Fig. 1: sequential cells grouped by signal name
(1 px per um)
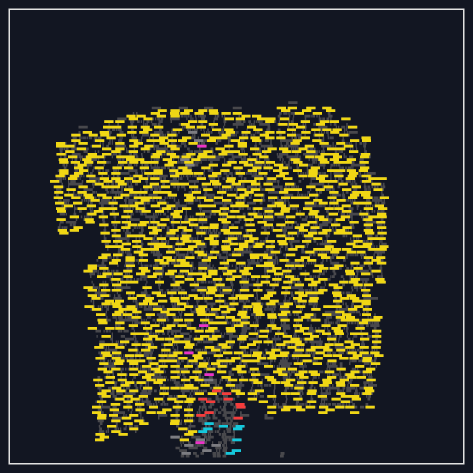
Fig. 2: routed metal per tile
The die is cut into 23 by 23 equal tiles; black is low, pale yellow is high, scaled to the fullest tile. Values are wire area over tile area, all layers added.
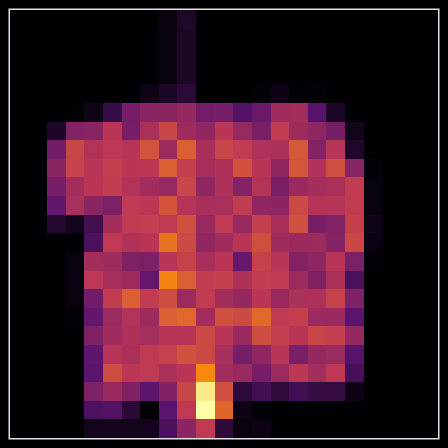
Fig. 3: the clock network
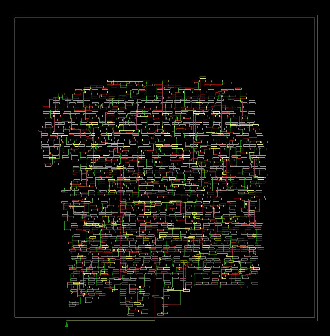
<file path="config.mk">
export PLATFORM = sky130hd
export DESIGN_NAME = morph_window_buffer
export DESIGN_NICKNAME = d
export VERILOG_FILES = /design/src/rtl/morph_pkg.sv /design/src/rtl/morph_line_buffer.sv /design/src/rtl/morph_window_buffer.sv
export SDC_FILE = /design/constraint.sdc
export NUM_CORES = 2
export LEC_CHECK = 0
export CORE_MARGIN = 4
export CORE_UTILIZATION = 25
export DETAILED_ROUTE_END_ITERATION = 10
export GPL_ROUTABILITY_DRIVEN = 0
export HOLD_SLACK_MARGIN = 0.08
export SETUP_SLACK_MARGIN = 0.4
export SYNTH_ARGS = -nofsm -noshare
export SYNTH_HDL_FRONTEND = slang
export SYNTH_SLANG_ARGS = --single-unit
</file>
<file path="constraint.sdc">
create_clock -name clk -period 136.2 [get_ports clk]
set_clock_uncertainty 0.05 [all_clocks]
set_input_delay 20.43 -clock clk [delete_from_list [all_inputs] [get_ports clk]]
set_output_delay 20.43 -clock clk [all_outputs]
set_load 0.02 [all_outputs]
</file>
<file path="src/rtl/morph_pkg.sv">
// ============================================================================
// Module      : morph_pkg
// Description : Shared constants and helpers for the morphology window path:
//               window bit indexing, counter sizing, default frame geometry.
// Revision    : 1.0 - initial release
// ============================================================================
`default_nettype none

package morph_pkg;

    // Default frame geometry for the morphology datapath
    localparam int C_DEF_IMAGE_WIDTH  = 640;
    localparam int C_DEF_IMAGE_HEIGHT = 480;

    // Bit position of window element (line l, column c); matches the
    // dilation node's D input layout
    function automatic int win_idx(input int l, input int c, input int width);
        return l * width + c;
    endfunction

    // Counter width for a 0..bound-1 counter, never narrower than one bit
    function automatic int cnt_w(input int bound);
        return (bound <= 1) ? 1 : $clog2(bound);
    endfunction

endpackage

`default_nettype wire

</file>
<file path="src/rtl/morph_line_buffer.sv">
// ============================================================================
// Module      : morph_line_buffer
// Description : 1-bit delay line of exactly ImageWidth enabled steps. The
//               output is the input seen ImageWidth enables earlier.
// Revision    : 1.0 - initial release
// ============================================================================
`default_nettype none

module morph_line_buffer
    import morph_pkg::*;
#(
    parameter int ImageWidth = C_DEF_IMAGE_WIDTH
) (
    input  logic clk,
    input  logic rst,
    input  logic i_en,
    input  logic i_din,
    output logic o_dout
);

    generate
        if (ImageWidth == 1) begin : g_single
            logic r_q;

            // Single-stage delay when the line is one pixel wide
            always_ff @(posedge clk or posedge rst) begin
                if (rst) begin
                    r_q <= 1'b0;
                end else if (i_en) begin
                    r_q <= i_din;
                end
            end

            assign o_dout = r_q;
        end else begin : g_shift
            logic [ImageWidth-1:0] r_sr;

            // Shift one position per accepted pixel; oldest bit at the top
            always_ff @(posedge clk or posedge rst) begin
                if (rst) begin
                    r_sr <= '0;
                end else if (i_en) begin
                    r_sr <= {r_sr[ImageWidth-2:0], i_din};
                end
            end

            assign o_dout = r_sr[ImageWidth-1];
        end
    endgenerate

endmodule

`default_nettype wire

</file>
<file path="src/rtl/morph_window_buffer.sv">
// ============================================================================
// Module      : morph_window_buffer
// Description : Streaming Width x Height binary window generator feeding the
//               dilation node. Height-1 line buffers plus a window shift
//               array, with a one-deep registered valid/ready output stage.
//               Optional macro MORPH_WINDOW_BORDER_EN: emit a window for every
//               accepted pixel, zero-padding bits outside the frame.
// Revision    : 1.0 - initial release
// ============================================================================
`default_nettype none

module morph_window_buffer
    import morph_pkg::*;
#(
    parameter int Width       = 3,
    parameter int Height      = 3,
    parameter int ImageWidth  = C_DEF_IMAGE_WIDTH,
    parameter int ImageHeight = C_DEF_IMAGE_HEIGHT
) (
    input  logic                      clk,
    input  logic                      rst,
    input  logic                      in_valid,
    output logic                      in_ready,
    input  logic                      in_pixel,
    input  logic                      in_sof,
    output logic                      out_valid,
    input  logic                      out_ready,
    output logic [Width*Height-1:0]   out_window,
    output logic                      out_eof
);

    localparam int C_N     = Width * Height;
    localparam int C_COL_W = cnt_w(ImageWidth);
    localparam int C_ROW_W = cnt_w(ImageHeight);

    localparam logic [C_COL_W-1:0] C_COL_LAST = C_COL_W'(ImageWidth - 1);
    localparam logic [C_ROW_W-1:0] C_ROW_LAST = C_ROW_W'(ImageHeight - 1);

    logic [C_COL_W-1:0] r_col;
    logic [C_COL_W-1:0] w_pos_col;
    logic [C_COL_W-1:0] w_col_next;
    logic [C_ROW_W-1:0] r_row;
    logic [C_ROW_W-1:0] w_pos_row;
    logic [C_ROW_W-1:0] w_row_next;

    logic [C_N-1:0]     r_win;
    logic [C_N-1:0]     w_win_next;
    logic [C_N-1:0]     w_out_window;
    logic [Height-1:0]  w_new_col;

    logic               r_out_valid;
    logic [C_N-1:0]     r_out_window;
    logic               r_out_eof;

    logic               w_accept;
    logic               w_due;
    logic               w_eof;

    assign in_ready   = !r_out_valid || out_ready;
    assign w_accept   = in_valid && in_ready;

    assign out_valid  = r_out_valid;
    assign out_window = r_out_window;
    assign out_eof    = r_out_eof;

    // Position of the pixel being accepted; start-of-frame restarts at (0,0)
    assign w_pos_col = in_sof ? '0 : r_col;
    assign w_pos_row = in_sof ? '0 : r_row;

    assign w_eof = (w_pos_row == C_ROW_LAST) && (w_pos_col == C_COL_LAST);

    // Raster advance from the accepted pixel's position, wrapping at frame end
    always_comb begin
        w_col_next = w_pos_col + C_COL_W'(1);
        w_row_next = w_pos_row;
        if (w_pos_col == C_COL_LAST) begin
            w_col_next = '0;
            w_row_next = (w_pos_row == C_ROW_LAST) ? '0 : (w_pos_row + C_ROW_W'(1));
        end
    end

    // Newest column: line buffer taps for the older lines, live pixel at the bottom
    assign w_new_col[Height-1] = in_pixel;

    generate
        if (Height > 1) begin : g_lines
            for (genvar k = 0; k < Height - 1; k++) begin : g_lb
                morph_line_buffer #(
                    .ImageWidth (ImageWidth)
                ) u_line (
                    .clk    (clk),
                    .rst    (rst),
                    .i_en   (w_accept),
                    .i_din  (w_new_col[k+1]),
                    .o_dout (w_new_col[k])
                );
            end
        end
    endgenerate

    // Shift the window one column left and insert the newest column on the right
    always_comb begin
        w_win_next = r_win;
        for (int l = 0; l < Height; l++) begin
            for (int c = 0; c < Width; c++) begin
                if (c == Width - 1) begin
                    w_win_next[win_idx(l, c, Width)] = w_new_col[l];
                end else begin
                    w_win_next[win_idx(l, c, Width)] = r_win[win_idx(l, c + 1, Width)];
                end
            end
        end
    end

`ifdef MORPH_WINDOW_BORDER_EN
    // Every pixel yields a window; bits reaching above/left of the frame read 0
    always_comb begin
        w_out_window = w_win_next;
        for (int l = 0; l < Height; l++) begin
            for (int c = 0; c < Width; c++) begin
                if ((int'(w_pos_row) < Height - 1 - l) || (int'(w_pos_col) < Width - 1 - c)) begin
                    w_out_window[win_idx(l, c, Width)] = 1'b0;
                end
            end
        end
    end

    assign w_due = 1'b1;
`else
    localparam logic [C_COL_W-1:0] C_COL_FULL = C_COL_W'(Width - 1);
    localparam logic [C_ROW_W-1:0] C_ROW_FULL = C_ROW_W'(Height - 1);

    // Only windows lying wholly inside the frame are emitted
    assign w_out_window = w_win_next;
    assign w_due        = (w_pos_row >= C_ROW_FULL) && (w_pos_col >= C_COL_FULL);
`endif

    // Position counters advance once per accepted pixel
    always_ff @(posedge clk or posedge rst) begin
        if (rst) begin
            r_col <= '0;
            r_row <= '0;
        end else if (w_accept) begin
            r_col <= w_col_next;
            r_row <= w_row_next;
        end
    end

    // Window shift array holds the raw (unmasked) neighbourhood
    always_ff @(posedge clk or posedge rst) begin
        if (rst) begin
            r_win <= '0;
        end else if (w_accept) begin
            r_win <= w_win_next;
        end
    end

    // One-deep output register: load on a due accept, drop once consumed
    always_ff @(posedge clk or posedge rst) begin
        if (rst) begin
            r_out_valid  <= 1'b0;
            r_out_window <= '0;
            r_out_eof    <= 1'b0;
        end else if (w_accept && w_due) begin
            r_out_valid  <= 1'b1;
            r_out_window <= w_out_window;
            r_out_eof    <= w_eof;
        end else if (out_ready) begin
            r_out_valid  <= 1'b0;
        end
    end

endmodule

`default_nettype wire

</file>
==> impl_metrics.env <==
# flow metrics
export IMPL_maxCapViolations=0
export IMPL_ys_cells=5596
export IMPL_cts_tree="built"
export IMPL_power_group_top="sequential cells"
export IMPL_tapCellCount=2640
export IMPL_topCellsByArea="dfrtp_1, nand2_1, buf_2"
export IMPL_ys_sh_xor=0
export IMPL_startpoint_type="input port"
export IMPL_largest_register_ffs=1277
export IMPL_p_seq_frac=0.490
export IMPL_synth_most_common_cell="nand2_1"
export IMPL_dieArea_um2=205000
export IMPL_end_kind="output port"
export IMPL_rows=163
export IMPL_rr_worst_depth=8
export IMPL_power_density_nw_per_um2=14.2
export IMPL_clock_buffers=205
export IMPL_dpl_hpwl_mm=41.1
export IMPL_p_sw_uw=186
export IMPL_cp_slowest_stage_delay_ns=0.58
export IMPL_post_cts_buffers=0
export IMPL_timing_fmax_mhz=23.5
export IMPL_internal_power_uw=621
export IMPL_met2_length_mm=37.3
export IMPL_ys_seq_frac=0.663
export IMPL_top_area_frac=0.663
export IMPL_fin_ws_ns=93.65
export IMPL_power_frac_comb=0.045
export IMPL_hp_class="reg2reg"
export IMPL_place_ws_ns=93.66
export IMPL_fp_nets=5606
export IMPL_hp_start="g_lines.g_lb[1].u_line.g_shift.r_sr[364]"
export IMPL_async_reset_ff_frac=1.00
export IMPL_postRouteAntennaNets=0
export IMPL_cts_resized=0
export IMPL_holdWs_ns=0.397
export IMPL_ys_area_um2=49500
export IMPL_place_area_um2=52000
export IMPL_hold_viol=0
export IMPL_top_usage_layer="met2"
export IMPL_wl_met3_mm=2.08
export IMPL_stdcell_count=8246
export IMPL_yosys_area_share_aoi=0.00617
export IMPL_core_area_um2=197000
export IMPL_whs_path_depth=2
export IMPL_adder_share=0.00101
export IMPL_post_place_cells=7998
export IMPL_synth_flops=1312
export IMPL_ys_top_cells_by_count="nand2_1, dfrtp_1, buf_2, clkbuf_1, buf_1"
export IMPL_layout_nets=5512
export IMPL_cp_depth=4
export IMPL_syn_area_um2=49500
export IMPL_lay_top_count="nand2_1"
export IMPL_clockPowerShare=0.465
export IMPL_critPathCapture="in_ready"
export IMPL_worstPathRequired_ns=115.72
export IMPL_io_pin_count=18
export IMPL_layout_drive_gt1_share=0.0485
export IMPL_synthFlopType="dfrtp_1"
export IMPL_antenna_found_initial=0
export IMPL_mi_logic_area_um2=15300
export IMPL_r2r_slack_ns=131.14
export IMPL_grt_max_degree=180
export IMPL_top_regs="g_lines.g_lb.u_line.g_shift.r_sr: 1277 flops, r_col: 10 flops"
export IMPL_rsz0062_at_grt="false"
export IMPL_ys_warn_count=0
export IMPL_p_total_uw=807
export IMPL_cts_root_buf="clkbuf_16"
export IMPL_largest_class="flip-flops and latches"
export IMPL_fin_crit_ns=42.55
export IMPL_use_met2=0.137
export IMPL_die_w_um=453
export IMPL_regMostFlops="g_lines.g_lb.u_line.g_shift.r_sr"
export IMPL_grt_ovfl_total=0
export IMPL_num_nonclk_inverters=12
export IMPL_grt_util_all_layers=0.0794
export IMPL_port_buffers=17
export IMPL_worst_path_most_repeated_cell="clkdlybuf4s50_1"
export IMPL_relSlewSlack=0.254
export IMPL_crit_path_start="out_ready"
export IMPL_grtUsageMet3=0.0143
export IMPL_path_buffers=3
export IMPL_worstSetupPathType="in2out"
export IMPL_grt_pass1_vias=32571
export IMPL_clk_pin_slew_worst_paths_ns=0.06
export IMPL_p_leak_nw=31.8
export IMPL_arrival_ns=22.07
export IMPL_cp_max_fo=7
export IMPL_antenna_cells=0
export IMPL_sw_frac_of_total=0.230
export IMPL_fill_cells=20536
export IMPL_signal_buffers=57
export IMPL_final_setup_tns_ns=0
export IMPL_drtPass1Iterations=7
export IMPL_routed_wl_mm=79.7
export IMPL_synth_area_leader_cell="dfrtp_1"
export IMPL_path_cells="clkdlybuf4s50_1, nor2b_1, inv_1, clkdlybuf4s50_1"
export IMPL_comb_area_share=0.271
export IMPL_synth_edff_count=0
export IMPL_nMultiInputCombCells=3977
export IMPL_initCoreUtil=0.251
export IMPL_p_comb_uw=36.5
export IMPL_wl_met1_mm=38.3
export IMPL_worst_pin_slew_ns=1.12
export IMPL_postSynthAreaPerCell_um2=8.85
export IMPL_routedWlPerCell_um=9.66
export IMPL_routed_via_density=4.00
export IMPL_syn_to_final_growth_pct=14.4
export IMPL_hold_buffers=0
export IMPL_crit_slowest_cell="clkdlybuf4s50_1"
export IMPL_die_h_um=453
export IMPL_cp_top_family="buffers and inverters"
export IMPL_final_design_area_no_fill_um2=56600
export IMPL_via_count=32981
export IMPL_simple_gate_share=0.300
export IMPL_synthMuxAreaShare=0.00228
export IMPL_cts_max_level=4
export IMPL_worstReg2RegEnd="g_lines.g_lb[1].u_line.g_shift.r_sr[357]"
export IMPL_status="finished, final reports clean"
export IMPL_min_to="g_lines.g_lb[1].u_line.g_shift.r_sr[365]"
export IMPL_dr_first_iter_drc_count=2635
export IMPL_drc=0
export IMPL_synth_cells=5596
Notes on Fig. 1 above:
[red] r_col | sequential cells: 10 | where: south
[cyan] r_row | sequential cells: 9 | where: south
[magenta] r_win | sequential cells: 5
[yellow] g_lines.g_lb.u_line.g_shift.r_sr | sequential cells: 1277
not coloured: 11
final core occ: 0.287
Seq area share: 0.580
Seq group: 395 uW
Reg area: 32800 um^2

Notes on Fig. 2 above:
fullest tile: 0.28
tiles over half the peak: 15%
emptiest ninth of the die: north-east
mean over tiles: 0.061
densest ninth of the die: centre
nearly empty tiles: 46%

Notes on Fig. 3 above:
flip-flops: 1312
Clock Latency Late Sink: 0.72 ns
clock sink count: 1312
clock group power: 375 uW

No activity file was given, so power comes from the tool's default toggle rates.
